### Clock wires, drivers and flops

Bar = 100 um.
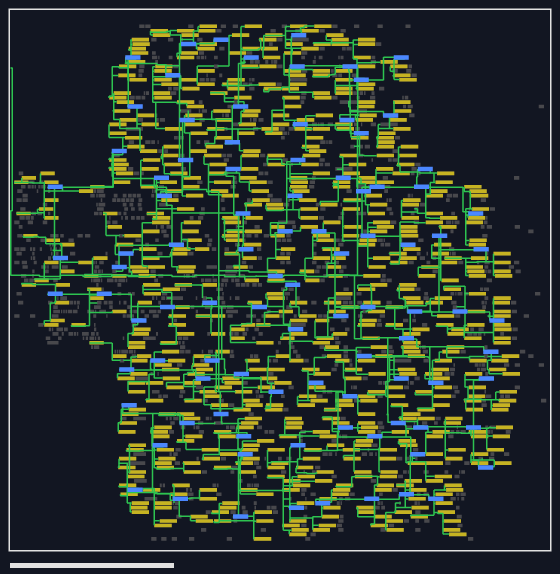
### Port wiring

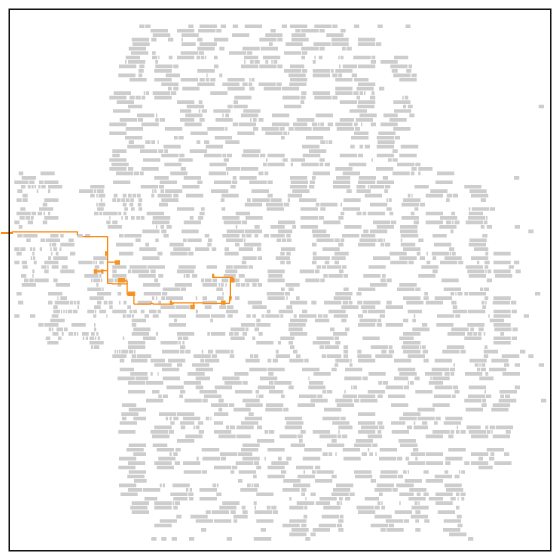
### Clock routing

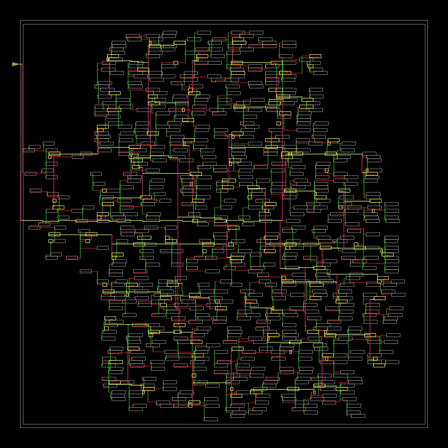
### Wiring by layer

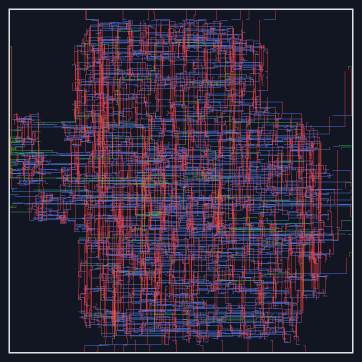
### Gate families picked out

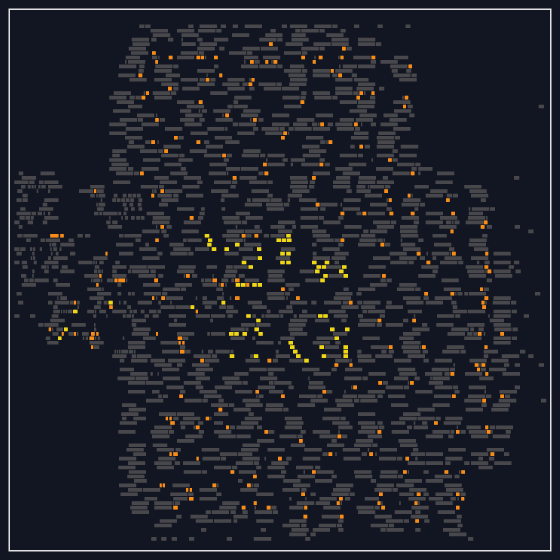
File: config.mk
export PLATFORM = sky130hd
export DESIGN_NAME = psum_collector
export DESIGN_NICKNAME = d
export VERILOG_FILES = /design/src/rtl/psum_collector.sv
export SDC_FILE = /design/constraint.sdc
export NUM_CORES = 1
export LEC_CHECK = 0
export CORE_MARGIN = 2
export CORE_UTILIZATION = 25
export CTS_CLUSTER_DIAMETER = 50
export CTS_CLUSTER_SIZE = 12
export DETAILED_ROUTE_END_ITERATION = 6
export PLACE_DENSITY = 0.37
export REMOVE_ABC_BUFFERS = 1
export SYNTH_ARGS = -nofsm -noshare
export SYNTH_HDL_FRONTEND = slang
export SYNTH_SLANG_ARGS = --single-unit
File: constraint.sdc
create_clock -name clk -period 13.95 [get_ports clk]
set_input_delay 2.79 -clock clk [delete_from_list [all_inputs] [get_ports clk]]
set_output_delay 2.79 -clock clk [all_outputs]
set_load 0.03 [all_outputs]
File: src/rtl/psum_collector.sv
// Column-bottom collector: packs partial-sum results into wide words,
// tags them with keep/last and queues them in a FWFT FIFO for write-back.
//
// Ports:
//   clk, reset          rising-edge clock, async active-low reset
//   O_DataIn, O_NOPIn   result and its valid strobe from the last PE
//   O_DataInRdy         throttle hint to the last PE (skid reserve kept free)
//   Flush               pulse: close the pending partial word as a row end
//   Out_Data/Keep/Last  FIFO head word, lane mask and row-end flag
//   Out_Valid, Out_Rdy  write-back handshake
//   Overflow            sticky word-drop indicator
//   RowCount            rows completed since reset (wraps)
module psum_collector #(
    parameter int DataInWidth = 8,
    parameter int PackFactor  = 4,
    parameter int FifoDepth   = 16,
    parameter int SkidReserve = 3,
    parameter int RowLen      = 16
) (
    input  logic                              clk,
    input  logic                              reset,
    input  logic [DataInWidth-1:0]            O_DataIn,
    input  logic                              O_NOPIn,
    output logic                              O_DataInRdy,
    input  logic                              Flush,
    output logic [DataInWidth*PackFactor-1:0] Out_Data,
    output logic [PackFactor-1:0]             Out_Keep,
    output logic                              Out_Last,
    output logic                              Out_Valid,
    input  logic                              Out_Rdy,
    output logic                              Overflow,
    output logic [15:0]                       RowCount
);

    localparam int WW = DataInWidth * PackFactor;
    localparam int LW = $clog2(PackFactor);
    localparam int PW = $clog2(FifoDepth);
    localparam int CW = PW + 1;
    localparam int RW = $clog2(RowLen) + 1;

    logic [LW-1:0] lane_cnt;
    logic [RW-1:0] row_cnt;
    logic [WW-1:0] pack_data;
    logic [PackFactor-1:0] pack_keep;

    logic [WW-1:0] cap_data;
    logic [PackFactor-1:0] cap_keep;
    logic full_close, row_close, flush_close;
    logic push, row_end;

    logic [WW-1:0] mem_data [FifoDepth];
    logic [PackFactor-1:0] mem_keep [FifoDepth];
    logic mem_last [FifoDepth];
    logic [PW-1:0] wr_ptr, rd_ptr;
    logic [CW-1:0] count;
    logic pop, push_ok;

    // Word being closed this cycle: pack register plus any same-cycle capture.
    always_comb begin
        cap_data = pack_data;
        cap_keep = pack_keep;
        if (O_NOPIn) begin
            cap_data[int'(lane_cnt)*DataInWidth +: DataInWidth] = O_DataIn;
            cap_keep[lane_cnt] = 1'b1;
        end
    end

    assign full_close  = O_NOPIn && (lane_cnt == LW'(PackFactor - 1));
    assign row_close   = O_NOPIn && (row_cnt == RW'(RowLen - 1));
    assign flush_close = Flush && ((lane_cnt != '0) || O_NOPIn);
    assign push        = full_close || row_close || flush_close;
    assign row_end     = row_close || flush_close;

    always_ff @(posedge clk or negedge reset) begin
        if (!reset) begin
            lane_cnt  <= '0;
            row_cnt   <= '0;
            pack_data <= '0;
            pack_keep <= '0;
            RowCount  <= '0;
        end else begin
            if (push) begin
                lane_cnt  <= '0;
                pack_data <= '0;
                pack_keep <= '0;
            end else if (O_NOPIn) begin
                lane_cnt  <= lane_cnt + LW'(1);
                pack_data <= cap_data;
                pack_keep <= cap_keep;
            end
            if (row_end) begin
                row_cnt  <= '0;
                RowCount <= RowCount + 16'd1;
            end else if (O_NOPIn) begin
                row_cnt <= row_cnt + RW'(1);
            end
        end
    end

    // A full FIFO still accepts a push when the head leaves in the same cycle.
    assign pop     = (count != '0) && Out_Rdy;
    assign push_ok = push && ((count != CW'(FifoDepth)) || pop);

    always_ff @(posedge clk or negedge reset) begin
        if (!reset) begin
            wr_ptr   <= '0;
            rd_ptr   <= '0;
            count    <= '0;
            Overflow <= 1'b0;
        end else begin
            if (push_ok)
                wr_ptr <= wr_ptr + PW'(1);
            if (pop)
                rd_ptr <= rd_ptr + PW'(1);
            if (push_ok && !pop)
                count <= count + CW'(1);
            else if (!push_ok && pop)
                count <= count - CW'(1);
            if (push && !push_ok)
                Overflow <= 1'b1;
        end
    end

    always_ff @(posedge clk) begin
        if (push_ok) begin
            mem_data[wr_ptr] <= cap_data;
            mem_keep[wr_ptr] <= cap_keep;
            mem_last[wr_ptr] <= row_end;
        end
    end

    // Head is gated so unwritten storage never shows on the bus.
    assign Out_Valid = (count != '0);
    assign Out_Data  = Out_Valid ? mem_data[rd_ptr] : '0;
    assign Out_Keep  = Out_Valid ? mem_keep[rd_ptr] : '0;
    assign Out_Last  = Out_Valid ? mem_last[rd_ptr] : 1'b0;

    assign O_DataInRdy = (CW'(FifoDepth) - count) >= CW'(SkidReserve);

endmodule

==> impl_metrics.ini <==
; synthesis and place-and-route metrics
[outcome]
status = complete, no violations

[power]
powerDensity_nw_per_um2 = 223
vdd.ir_drop.worst_uv = 143
power.group.top = registers
power_frac_clock = 0.342
internal-power_mw = 4.66
seqPwrFrac = 0.352
combPwrFrac = 0.306

[die]
io_pins = 69
die_width_um = 330
core-area_sq_um = 105000
nWellTaps = 1391
chipArea_sq_um = 109000

[clocking]
clk_pin_slew_ns = 0.06
cts_sinks = 665
cts.htree.levels = 3
hold_buffers = 0
cts_root_buf = clkbuf_16
clock_path_buffers = 3

[synth]
async_flop_share = 0.110
top_cells_by_area = edfxtp_1 (67%), mux2i_1 (11%), dfrtp_1 (6.9%), a22oi_1 (3.9%), a22o_1 (1.9%)
syn-cell-area_sq_um = 26500
ys_seq_elements = 665
ys_types = 48
synthCells = 1554
yosysTopAreaCell = edfxtp_1
ys_cells = 1554
yosys_warnings = 0
synth_largest_type_area_fraction = 0.671

[timing]
rsz0062_at_grt = no
period_minus_slack_ns = 7.47
hold_viol_final = 0
post-route-period-util = 0.535
tightest_slew_ns = 1.31
slew_headroom = 0.130
fin_tns_setup_ns = 0
setup_violations = 0
maxSlewViolCount = 0

[route]
dr_wl_met3_um = 2410
vias = 14300
drc_errors = 0
final_antenna_net_count = 0
routed_wl_um = 73800
topRoutingLayerUsed = met4
firstDrtPassIters = 5
met2WireLength_um = 34200

[global_route]
use_met3 = 0.0222
grt.total_usage = 0.136
grt_pass1_wl_um = 107000
grt_overflow = 0
gr-usage-met2 = 0.216
grt_pass1_vias = 14900
antenna_found_initial = 1
grt_max_degree = 131

[critical_path]
max_stage_delay_ns = 1.16
reg2reg_from = lane_cnt[0]$_DFFE_PN0P_
endpoint_kind = output port
path_max_fanout = 56
required_ns = 11.16
arrival_ns = 4.68
crit_start = rd_ptr[0]$_DFFE_PN0P_

[worst_hold_path]
min_path_type = reg2reg
hp-start = RowCount[15]$_DFFE_PN0N_

[place]
hpwl_um = 39600
port_buffers = 68
globalplace.congestion = 0.710
placed_area_sq_um = 28800

[finish]
buf_share = 0.0279
n_all_inverters = 15
seq_area_sq_um = 19600
seq-cell-share = 0.612
fillerInstances = 10300
syn_to_final_growth_pct = 21.0
largest_cell_class = registers
diodes = 1
fin_cells = 3127
clkbuf_count = 107
nMultiInputCombCells = 790
logic_area_sq_um = 6530
fin_nets = 1698
clock_cell_area_share = 0.101
comb_area_share = 0.204
buffers_excl_clock = 95

[flow_run]
maxCapViolations = 0
warning_count = 38
Notes on 'Clock wires, drivers and flops' above:
clock wires: marked green, length 9530 um. flip-flops: marked yellow, count 665. clock-net drivers: marked blue, count 95.
There are 96 routed clock nets.

Notes on 'Port wiring' above:
O_NOPIn: marked orange, bits 1, direction input, end cells 13, buffers 1, wire 228 um.

Notes on 'Clock routing' above:
Seq cells: 665
Clock Power: 2.44 mW
clock skew: 0.0343 ns
clk latency late pin: 0.66 ns

Notes on 'Wiring by layer' above:
M1: marked blue, wire length 35.8 mm. M3: marked green, wire length 2410 um. M4: marked orange, wire length 1480 um. M2: marked red, wire length 34.2 mm.

Notes on 'Gate families picked out' above:
aoi and oai cells: marked orange, cells 207. non-inverting ao/oa cells: marked yellow, cells 62, where middle.

[worst paths after layout]
check / slack, ns / to / depth (start not counted)
max: 6.48 / Out_Data[2] / 6
min: 0.49 / RowCount[15]$_DFFE_PN0N_ / 1
max reg2reg: 9.69 / mem_keep[2][0]$_DFFE_PP_ / 7
min reg2reg: 0.49 / RowCount[15]$_DFFE_PN0N_ / 1
max in group asynchronous: 10.84 / rd_ptr[0]$_DFFE_PN0P_ / 1
min in group asynchronous: 2.30 / RowCount[11]$_DFFE_PN0N_ / 1
[cell families after synthesis]
family | count (synthesis) | synth area share
multiplexers | 293 | 0.114
AND-OR/OR-AND | 269 | 0.0760
flip-flops | 665 | 0.740
buffers and inverters | 99 | 0.0157
adder cells (fa/ha/maj) | 23 | 0.0111
AND/OR/NAND/NOR | 179 | 0.0350
XOR/XNOR | 26 | 0.00860
[metrics by stage]
step | util | total power, mW | hold WS [ns] | worst slack (ns)
after floorplan | - | 4.27 | 0.459 | 0.715
after global placement | 0.274 | 4.79 | 0.471 | 6.97
after detailed placement | 0.274 | 4.80 | 0.480 | 7.01
after CTS | 0.305 | 7.27 | 0.493 | 6.27
after global routing | 0.305 | 7.48 | 0.513 | 6.17
final | 0.305 | 7.15 | 0.486 | 6.48
[state kept, by name (all words and copies together), names as in the netlist]
signal and flops:
row_cnt 5, mem_data 512, rd_ptr 4, pack_keep 4
RowCount 16, lane_cnt 2, mem_last 16, wr_ptr 4
pack_data 32, mem_keep 64, Overflow 1, count 5
[critical path: cells and delay by family (launching register included)]
kind,cells,cell delay (ns)
AOI/OAI and AO/OA,2,0.77
muxes,1,0.17
and+or+nand+nor,1,0.09
DFF,1,1.16
buffers and inverters,2,1.62
Power and IR drop assume default switching activity.
